Fig. 1: run 1, register map, names as in the netlist
Other sequential cells in the stronger grey, the rest of the logic in the fainter grey.
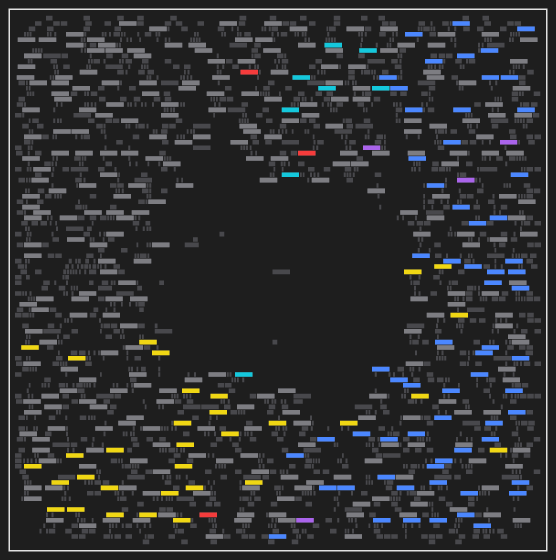
Fig. 2: run 1, cells by drive strength
The bar under the picture is 100 um long.
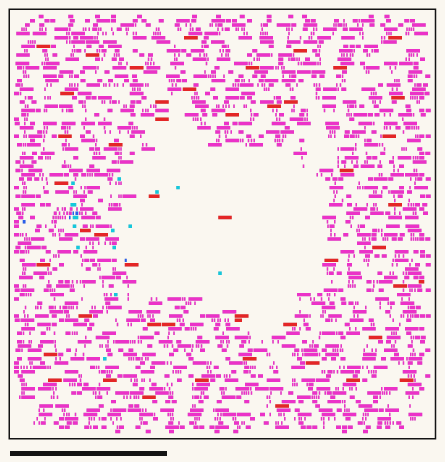
Fig. 3: run 1, met4 routing
Supply wires on this layer in grey.
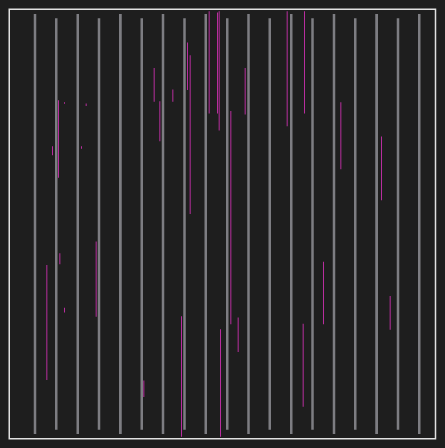
==> config.mk <==
export PLATFORM = sky130hd
export DESIGN_NAME = axis_to_axi_ax_decoder
export DESIGN_NICKNAME = d
export VERILOG_FILES = /design/src/rtl/axis_to_axi_ax_decoder.sv
export SDC_FILE = /design/constraint.sdc
export NUM_CORES = 1
export LEC_CHECK = 0
export ABC_AREA = 1
export ABC_CLOCK_PERIOD_IN_PS = 37500
export CELL_PAD_IN_SITES_DETAIL_PLACEMENT = 0
export CELL_PAD_IN_SITES_GLOBAL_PLACEMENT = 2
export CORE_AREA = 2 2 268 270
export CTS_CLUSTER_DIAMETER = 100
export CTS_CLUSTER_SIZE = 10
export DETAILED_ROUTE_END_ITERATION = 10
export DIE_AREA = 0 0 270 272
export PLACE_DENSITY_LB_ADDON = 0.2
export SLEW_MARGIN = 10
export SYNTH_ARGS = -nofsm -noshare
export SYNTH_HDL_FRONTEND = slang
export SYNTH_SLANG_ARGS = --single-unit
==> constraint.sdc <==
create_clock -name clk -period 37.5 [get_ports clk]
set_input_delay 9.375 -clock clk [delete_from_list [all_inputs] [get_ports clk]]
set_output_delay 9.375 -clock clk [all_outputs]
set_load 0.005 [all_outputs]
==> ds_physical_params.txt <==
Physical design parameters

Parameter                              Value

Run status
  Run status .................. finished, final reports clean

Logic synthesis
  Yosys reg bits .................. 384
  Area fraction of the dominant cell type after synthesis .................. 65.82%
  Synthesized Nets .................. 1934
  Tally of unique sky130hd cells used after synthesis .................. 14
  Top cells by count, synth .................. 1147 x sky130_fd_sc_hd__nand2_1, 384 x sky130_fd_sc_hd__dfrtp_1, 60 x sky130_fd_sc_hd__buf_2
  Dominant Register Cell .................. sky130_fd_sc_hd__dfrtp_1
  Yosys top cell by instances .................. sky130_fd_sc_hd__nand2_1
  Mean cell area of the mapped netlist .................. 8.902 sq um
  Synth Warn # .................. 0
  Synth Instances .................. 1640
  Yosys stat area .................. 0.01460 sq mm
  Cell types with the largest area share after synthesis .................. sky130_fd_sc_hd__dfrtp_1 66%, sky130_fd_sc_hd__nand2_1 29%, sky130_fd_sc_hd__buf_2 2.1%
  Fraction of the yosys area taken by sequential cells .................. 65.82%
  Summed instance area of the synthesized netlist .................. 0.01460 sq mm
  Number of standard cells reported by yosys .................. 1640
  Number of enable-type register cells in the synthesized netlist .................. 0
  Async S/R FF share, synth .................. 100.0%
  Post-synth top area cell .................. sky130_fd_sc_hd__dfrtp_1

Drt
  Antenna-violating nets left .................. 0
  Drt wl/cell .................. 18.13 um
  Number of violations reported at the end of detailed-routing iteration 0 .................. 656
  Top sig layer .................. met5
  Vias/cell .................. 3.943
  Number of search-and-repair iterations in the first detailed-routing pass .................. 5
  Met3 WL post-DR .................. 5044 um
  Routed length on met1 .................. 23060 um
  Residual DRC .................. 0
  Total length of routed met2 wires .................. 27780 um

Final timing
  Setup TNS .................. 0 ps
  Max Freq .................. 0.04911 GHz
  Clock skew .................. 8.210 ps
  Measured slew at the worst slew-check pin .................. 1263 ps
  Fin crit share .................. 54.31%
  Minimum clock period after layout .................. 20360 ps
  Final setup violation count .................. 0
  Final hold violation count .................. 0
  Unrepaired setup endpoints after global routing .................. false
  Worst rel slew slack .................. 15.78%
  Final-report max-slew violation count .................. 0

Power and ir drop
  Static leakage .................. 11.02 nW
  Power density over the cells .................. 56.49 mW/mm^2
  Highest ir drop seen on vdd .................. 0.03100 mV
  Total power .................. 1.263 mW

Clock network
  Number of sinks handled by clock tree synthesis .................. 384
  Maximum number of buffers from clock root to sink .................. 3
  Clock root buffer master .................. sky130_fd_sc_hd__clkbuf_16
  Number of CTS-inserted buffers .................. 44
  CTS resizes .................. 0
  CTS clock-pin slew for the worst setup and hold paths .................. 50 ps
  CTS tree .................. yes
  Post-CTS setup buffers .................. 0
  Clock latency at the later pin of the worst-skew pair .................. 560 ps
  CTS Hold Bufs .................. 0
  H-tree lvl count .................. 2

Floorplan
  Number of top-level design ports .................. 678
  Total die size .................. 0.07344 sq mm
  Area of the placeable core .................. 0.07075 sq mm
  Site row count .................. 98
  Chip width .................. 270 um
  Core Density at Floorplan .................. 20.63%
  Die Ht .................. 272 um

GRT
  Met2 usage .................. 25.58%
  Largest net degree at the start of global routing .................. 173
  GR met3 Demand/Resource .................. 5.977%
  Global Route Usage Sum .................. 15.29%
  Most Crowded Layer GR .................. met2
  GR Overflow Total .................. 0
  Vias in the first global route .................. 12890
  Initial antenna violation count .................. 9
  Met1 demand-to-capacity share in global routing .................. 18.28%
  Wire length of the first global-routing pass .................. 85690 um

Worst setup path
  Cell family with the largest share of critical-path delay .................. buffers and inverters
  Worst reg2reg path depth .................. 9
  CP Buf/Inv Count .................. 3
  CP Depth .................. 6
  Critical path's largest stage delay .................. 660 ps
  Crit path max fanout .................. 3
  Cell mode on critical path .................. sky130_fd_sc_hd__clkdlybuf4s50_1
  CP Data Required Time .................. 28120 ps
  Crit Path Category .................. input port to output port
  Critical path's slowest cell .................. sky130_fd_sc_hd__clkdlybuf4s50_1
  Launching element type of the critical path .................. input port
  Crit-path cells .................. clkdlybuf4s50_1 -> inv_1 -> nand2_1 -> nor2_1 -> o21ai_0 -> clkdlybuf4s50_1
  Data arrival time of the critical path .................. 10990 ps
  Slack of the worst reg-to-reg path .................. 34170 ps
  Capturing element type of the critical path .................. output port

Layout
  Nets .................. 2494
  Layout cells sized above 1 .................. 3.088%
  Post-route cell area .................. 0.02236 sq mm
  Commonest non-fill, non-tap cells in the layout .................. 1147 x sky130_fd_sc_hd__nand2_1, 582 x sky130_fd_sc_hd__clkdlybuf4s50_1, 384 x sky130_fd_sc_hd__dfrtp_1
  Most frequent logic cell in the layout .................. sky130_fd_sc_hd__nand2_1
  Number of inserted filler cells in the final layout .................. 7474

Min path
  Hold path cells .................. 2
  Hold Crit Class .................. flip-flop to flip-flop

Placement
  Buffers on Ports .................. 582
  Last weighted congestion value of the routability-driven placer .................. 0.7687
  Detail Placement HPWL .................. 37590 um
  Cell area after placement .................. 0.02120 sq mm

Flow run
  Max-cap violations .................. 0
  Tool warning count .................. 127
Notes on Fig. 1 above:
legend:
  red:
    name_in_the_netlist: `AXIM_arsize`
    flops: 3
  yellow:
    name_in_the_netlist: `AXIM_arid`
    flops: 32
  purple:
    name_in_the_netlist: `AXIM_arqos`
    flops: 4
  cyan:
    name_in_the_netlist: `AXIM_awlen`
    flops: 8
    where: north
  blue:
    name_in_the_netlist: `AXIM_aruser`
    flops: 64
not coloured: 273
Seq. pwr: 0.551 mW
footprint of the flip-flops and latches: 0.009609 sq mm
Seq/total area: 42.98%

Notes on Fig. 2 above:
legend:
  magenta:
    size: _0 and _1 cells
    cells: 2134
  cyan:
    size: _3 and _4 cells
    cells: 14
  red:
    size: _6 and larger
    cells: 49
  blue:
    size: _2 cells
    cells: 5
final worst setup slack: 17140 ps
Layout Area Growth over Synthesis: 53.15%
number of non-clock buffers in the layout: 596

Notes on Fig. 3 above:
nets with wire on the layer: 18
main direction: vertical
wire length on this layer: 1250 um
longest straight run: 135 um
share of all routed wire: 2.2%
via count of the routed design: 12440
total wirelength of the detailed-routed design: 57200 um

run 1: kinds of logic after synthesis:
group	synth area share (%)
AND-OR/OR-AND	0.06850
buffers and inverters	3.985
flip-flops	65.82
AND/OR/NAND/NOR	30.13
run 1: where the power goes:
group | switching (mW) | leakage, nW | total (mW) | internal (mW)
clock | 0.168 | 0.567 | 0.381 | 0.213
sequential | 0.0477 | 4.96 | 0.551 | 0.503
combinational | 0.129 | 5.49 | 0.331 | 0.202
total | 0.346 | 11.0 | 1.26 | 0.917
run 1: tightest hold or removal path: stages, from the launching register on:
cell and delay (ps):
sky130_fd_sc_hd__dfrtp_1 340, sky130_fd_sc_hd__nand2_1 50, sky130_fd_sc_hd__nand2_1 50
run 1: layout make-up:
cell class | count | area, sq um | area share (%)
Timing Repair Buffer | 596 | 5956 | 26.64
Tap cell | 950 | 1189 | 5.316
Clock buffer | 47 | 1144 | 5.115
Clock inverter | 1 | 5.005 | 0.02238
Inverter | 9 | 41.29 | 0.1847
Multi-Input combinational cell | 1165 | 4408 | 19.71
Antenna cell | 3 | 7.507 | 0.03358
Sequential cell | 384 | 9609 | 42.98
run 1: per-stage QoR:
| stage | std cells | hold slack [ps] | setup WS, ps | utilization [%] |
|---|---|---|---|---|
| floorplan | 1640 | 472.4 | 17450 | - |
| global placement | 3104 | 461.0 | 17090 | 29.97 |
| detailed placement | 3104 | 464.3 | 17120 | 29.97 |
| CTS | 3152 | 480.1 | 17110 | 31.59 |
| global route | 3155 | 492.4 | 16960 | 31.60 |
| finish | 3155 | 474.4 | 17140 | 31.60 |
Power figures rest on the tool's default switching activity, not on a simulated workload.
